File: src/rtl/div_seq.sv
// Sequential 32-cycle restoring divider for DIV/DIVU, results to LO (quot) and HI (rem).
// Define DIV_ZERO_FAST_EN to finish a divide by zero one cycle after acceptance.
module div_seq #(
    parameter int DW = 32
) (
    input  logic          clk,
    input  logic          resetn,
    input  logic          div_start,
    input  logic          div_signed,
    input  logic [DW-1:0] opr1,
    input  logic [DW-1:0] opr2,
    input  logic          flush,
    output logic          div_ready,
    output logic [DW-1:0] quot,
    output logic [DW-1:0] rem,
    output logic          busy
);

    typedef enum logic [1:0] {
        IDLE = 2'd0,
        BUSY = 2'd1,
        DONE = 2'd2
    } state_t;

    state_t          state;
    state_t          next_state;
    logic [4:0]      cnt;
    logic [63:0]     pr;
    logic [DW-1:0]   dvs;
    logic            q_neg;
    logic            r_neg;
    logic            accept;
    logic            zero_fast;
    logic [DW-1:0]   mag1;
    logic [DW-1:0]   mag2;
    logic [64:0]     sh;
    logic [32:0]     diff;
    logic [63:0]     pr_step;
    logic [DW-1:0]   q_fix;
    logic [DW-1:0]   r_fix;

    assign accept = (state == IDLE) && div_start && !flush;
    assign busy   = (state != IDLE);

`ifdef DIV_ZERO_FAST_EN
    assign zero_fast = (opr2 == '0);
`else
    assign zero_fast = 1'b0;
`endif

    assign mag1 = (div_signed && opr1[DW-1]) ? -opr1 : opr1;
    assign mag2 = (div_signed && opr2[DW-1]) ? -opr2 : opr2;

    // One restoring step: the shifted-out MSB is kept so 2R+1 cannot overflow.
    assign sh      = {pr, 1'b0};
    assign diff    = sh[64:32] - {1'b0, dvs};
    assign pr_step = diff[32] ? sh[63:0] : {diff[31:0], sh[31:1], 1'b1};

    assign q_fix = q_neg ? -pr[31:0] : pr[31:0];
    assign r_fix = r_neg ? -pr[63:32] : pr[63:32];

    always_ff @(posedge clk or negedge resetn) begin
        if (!resetn) begin
            state <= IDLE;
        end else begin
            state <= next_state;
        end
    end

    always_comb begin
        next_state = state;
        if (flush) begin
            next_state = IDLE;
        end else begin
            unique case (state)
                IDLE: begin
                    if (div_start) begin
                        next_state = zero_fast ? DONE : BUSY;
                    end
                end
                BUSY: begin
                    if (cnt == 5'd31) begin
                        next_state = DONE;
                    end
                end
                DONE:    next_state = IDLE;
                default: next_state = IDLE;
            endcase
        end
    end

    // The fast zero path preloads the final {rem, quot} with signs cleared.
    always_ff @(posedge clk or negedge resetn) begin
        if (!resetn) begin
            cnt   <= '0;
            pr    <= '0;
            dvs   <= '0;
            q_neg <= 1'b0;
            r_neg <= 1'b0;
        end else if (accept) begin
            cnt   <= '0;
            pr    <= zero_fast ? {opr1, {DW{1'b1}}} : {{DW{1'b0}}, mag1};
            dvs   <= mag2;
            q_neg <= div_signed && (opr1[DW-1] ^ opr2[DW-1]) && !zero_fast;
            r_neg <= div_signed && opr1[DW-1] && !zero_fast;
        end else if (state == BUSY) begin
            cnt <= cnt + 5'd1;
            pr  <= pr_step;
        end
    end

    always_ff @(posedge clk or negedge resetn) begin
        if (!resetn) begin
            div_ready <= 1'b0;
            quot      <= '0;
            rem       <= '0;
        end else begin
            div_ready <= (state == DONE) && !flush;
            if ((state == DONE) && !flush) begin
                quot <= q_fix;
                rem  <= r_fix;
            end
        end
    end

endmodule

File: config.mk
export PLATFORM = sky130hd
export DESIGN_NAME = div_seq
export DESIGN_NICKNAME = d
export VERILOG_FILES = /design/src/rtl/div_seq.sv
export SDC_FILE = /design/constraint.sdc
export NUM_CORES = 1
export LEC_CHECK = 0
export CAP_MARGIN = 20
export CELL_PAD_IN_SITES_DETAIL_PLACEMENT = 0
export CELL_PAD_IN_SITES_GLOBAL_PLACEMENT = 1
export CORE_ASPECT_RATIO = 0.7
export CORE_MARGIN = 1.5
export CORE_UTILIZATION = 46
export DETAILED_ROUTE_END_ITERATION = 16
export PLACE_DENSITY_LB_ADDON = 0.1
export SLEW_MARGIN = 10
export SYNTH_ARGS = -nofsm -noshare
export SYNTH_HDL_FRONTEND = slang
export SYNTH_SLANG_ARGS = --single-unit
export TNS_END_PERCENT = 100
File: constraint.sdc
create_clock -name clk -period 5.65 [get_ports clk]
set_input_delay 0.565 -clock clk [delete_from_list [all_inputs] [get_ports clk]]
set_output_delay 0.565 -clock clk [all_outputs]
set_load 0.005 [all_outputs]
Fig. 1: routed metal, one color a layer
Two of the layers only.
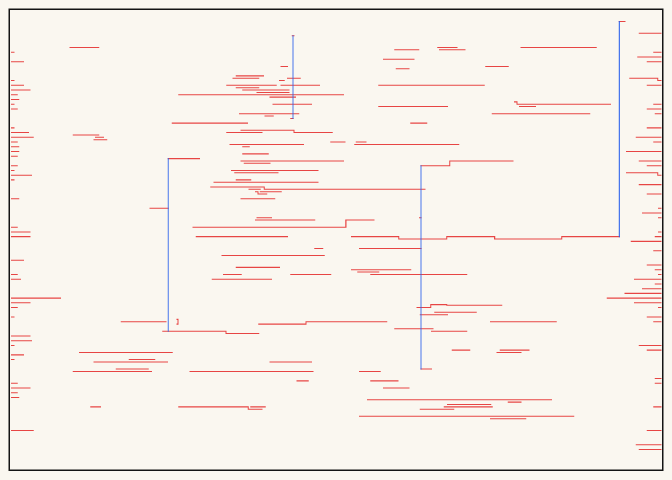
M4: marked blue, wire length 194 um. M3: marked red, wire length 1920 um.
routed via count: 9506
final wirelength: 29.25 mm
wire per inst: 17.16 um

Fig. 2: sequential cells colored by netlist name
Other sequential cells in the stronger gray, the rest of the logic in the fainter gray.
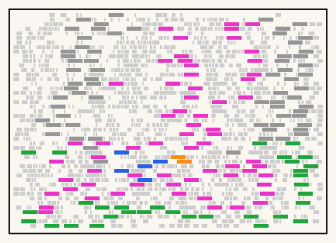
`pr`: marked magenta, placed flops 64. `quot`: marked green, placed flops 32. `cnt`: marked blue, placed flops 5. `state`: marked orange, placed flops 2.
Another 67 sequential cells are not colored.
Seq. cell area: 0.004254 mm^2
P_seq: 1.84 mW
fraction of area in registers: 0.3219
Finished Core Util: 0.5618

Fig. 3: congestion heat map
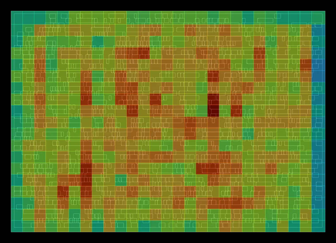
met3 usage: 0.03833
All-Layer GR Usage: 0.2410
GR Util met2: 0.3040
GRT busiest layer: met1
GR Layer Usage met1: 0.4156

[power breakdown]
group	leakage, nW	internal, mW	switching, mW	total [mW]
clock	0.309	0.756	0.536	1.29
sequential	2.23	1.45	0.383	1.84
combinational	3.03	1.15	1.53	2.68
[cell families (layout without fill, tap and decap cells)]
logic type / Yosys count / count (layout) / synth area share
DFF: 170 / 170 / 0.3880
AOI/OAI and AO/OA: 399 / 399 / 0.2205
buffers and inverters: 125 / 233 / 0.04451
adders and majority gates: 39 / 39 / 0.04520
xor gates and xnor gates: 144 / 144 / 0.1168
muxes: 19 / 19 / 0.01735
and+or+nand+nor: 383 / 383 / 0.1677
[worst paths after layout]
path	slack, ps	to	start
setup / recovery	2410	pr[34]$_DFFE_PN0P_	pr[46]$_DFFE_PN0P_
setup reg to reg	2410	pr[34]$_DFFE_PN0P_	pr[46]$_DFFE_PN0P_
hold reg to reg	470	rem[24]$_DFFE_PN0P_	rem[24]$_DFFE_PN0P_
min in group clk	470	rem[24]$_DFFE_PN0P_	rem[24]$_DFFE_PN0P_
max in group asynchronous	4360	pr[49]$_DFFE_PN0P_	resetn
hold / removal	140	pr[20]$_DFFE_PN0P_	resetn
[state kept, by name (all words and copies together), names as in the netlist]
| name | cells |
|---|---|
| pr | 64 |
| dvs | 32 |
| quot | 32 |
| rem | 32 |
| cnt | 5 |
| state | 2 |
| div_ready | 1 |
| q_neg | 1 |
| r_neg | 1 |
[critical path, delay by kind of cell (launching register included)]
kind / cells / cell delay, ps
AND/OR/NAND/NOR: 3 / 780
adder cells (fa/ha/maj): 1 / 420
XOR/XNOR: 1 / 420
buffers and inverters: 1 / 230
flip-flops: 1 / 480
AND-OR/OR-AND: 4 / 790
[per-layer routing]
layer  wire length (um)  vias up
met2              10990      316
met4                193        0
met1              16140     4402
met3               1923       12
met5                  0        -
li1                   -     4776
[cell usage in the layout, fill, tap and decap left out, drive strengths merged, types with 5 or more instances in the layout]
cell type / Yosys / final
buf: 6 / 13
nor2b: 8 / 8
inv: 55 / 61
and3: 12 / 12
a21oi: 58 / 58
or4: 16 / 16
nor3: 22 / 22
and2: 5 / 5
xor2: 87 / 87
o211ai: 12 / 12
nor4: 11 / 11
mux2i: 19 / 19
or3: 9 / 9
a21o: 12 / 12
o21ai: 200 / 200
clkbuf: 64 / 19
a32o: 5 / 5
o41ai: 9 / 9
clkdlybuf4s50: 0 / 133
o31ai: 27 / 27
nor2: 45 / 45
a22oi: 26 / 26
ha: 38 / 38
nand4: 9 / 9
dfrtp: 170 / 170
nand2: 177 / 177
xnor2: 57 / 57
nand3: 44 / 44
a211oi: 7 / 7
nand2b: 11 / 11
a31oi: 15 / 15
[stage by stage]
stage               worst slack [ps]  instances  area, um^2
global placement                2144       1671       12520
finish                          2408       1705       13210
floorplan                       2816       1279       10960
detailed placement              2068       1671       12520
global route                    2212       1705       13210
CTS                             2032       1703       13160
[cell type report]
| cell class | instances | area [um^2] |
|---|---|---|
| clock buffers | 19 | 432.9 |
| clock inverters | 13 | 205.2 |
| fillers | 2207 | 10310 |
| inverters | 55 | 206.4 |
| multi-input cells | 984 | 6245 |
| flip-flops and latches | 170 | 4254 |
| well taps | 318 | 397.9 |
| repair buffers | 146 | 1473 |
==> impl_metrics.env <==
# source this file to load flow results
export IMPL_dieHeight_um=132.2
export IMPL_finalSetupTns_ps=0
export IMPL_synth_warnings=0
export IMPL_std_cell_rows=47
export IMPL_worstMarginPinSlew_ps=1045
export IMPL_drc_errors=0
export IMPL_htreeDepth=4
export IMPL_period_needed_ps=3242
export IMPL_clkSlewWorstSetupHoldPaths_ps=70
export IMPL_overflow=0
export IMPL_drt_iter0_markers=758
export IMPL_finalHoldViolations=0
export IMPL_p_total_mw=5.811
export IMPL_num_antenna_cells=0
export IMPL_cp_start_kind="flop"
export IMPL_cp_cell_sequence="ha_1 -> a21oi_1 -> a32o_1 -> or4_1 -> a211oi_2 -> nor3_2 -> xnor2_4 -> buf_16 -> nand4_1 -> o311ai_1"
export IMPL_crit_type="flop to flop"
export IMPL_drive_gt1_frac=0.04686
export IMPL_via_per_inst=5.575
export IMPL_place_congestion=0.9148
export IMPL_synthTopCellsByCount="o21ai_0 (182), nand2_1 (176), dfrtp_1 (170)"
export IMPL_ctsResizeCount=0
export IMPL_ys_flops=170
export IMPL_synth_nets=1387
export IMPL_warnings=27
export IMPL_clock_fmax_ghz=0.3085
export IMPL_dp_hpwl_mm=21.65
export IMPL_cts_setup_buffers=0
export IMPL_ys_cells=1279
export IMPL_critPathArrivalTime_ps=3560
export IMPL_core_mm2=0.02352
export IMPL_outcome="completed"
export IMPL_post_route_period_util=0.5738
export IMPL_initCoreUtil=0.4661
export IMPL_antenna_found_initial=1
export IMPL_port_buffers=134
export IMPL_largest_area_cell="dfrtp_1"
export IMPL_cts_num_sinks=170
export IMPL_top_cell_area_share=0.3880
export IMPL_ys_types=67
export IMPL_top_cell="o21ai_0"
export IMPL_min_path_type="primary input to asynchronous set/reset pin"
export IMPL_clock_path_buffers=2
export IMPL_cp_required_ps=5970
export IMPL_first_pass_iters=8
export IMPL_cts_tree="yes"
export IMPL_finalClockSkew_ps=16.12
export IMPL_grt_pass1_wl_mm=47.77
export IMPL_hold_buffers=0
export IMPL_crit_path_max_fanout=17
export IMPL_area_growth_pct=20.53
export IMPL_ys_seq_share=0.3880
export IMPL_finalSetupViolations=0
export IMPL_synth_async_reset_ratio=1.000
export IMPL_die_width_um=187.5
export IMPL_slew_viol_final=0
export IMPL_syn_area_per_cell_um2=8.572
export IMPL_syn_area_mm2=0.01096
export IMPL_max_stage_delay_ps=510
export IMPL_leakagePower_nw=5.573
export IMPL_numCtsBuffers=17
export IMPL_rsz0062_at_grt="false"
export IMPL_reg2reg_depth=10
export IMPL_dieArea_mm2=0.02478
export IMPL_ir_drop_mv=0.2655
export IMPL_grt_max_degree=129
export IMPL_crit_path_end_kind="flop"
export IMPL_cp_slowest_cell="or4_1"
export IMPL_cts_root_buf="clkbuf_16"
export IMPL_powerDensity_mw_per_mm2=439.8
export IMPL_cap_violations=0
export IMPL_edf_count=0
export IMPL_antenna_left=0
export IMPL_area_leaders="dfrtp_1 (39%), o21ai_0 (8.3%), xor2_1 (7.0%)"
export IMPL_hold_worst_slack_ps=144.8
export IMPL_clk_latency_ps=440
export IMPL_final_nets=1482
export IMPL_slew_headroom=0.3035
export IMPL_yosys_area_mm2=0.01096
export IMPL_ff_type="dfrtp_1"
export IMPL_ios=135
export IMPL_first_global_vias=8654
export IMPL_synthCells=1279
No activity file was given, so power comes from the tool's default toggle rates.
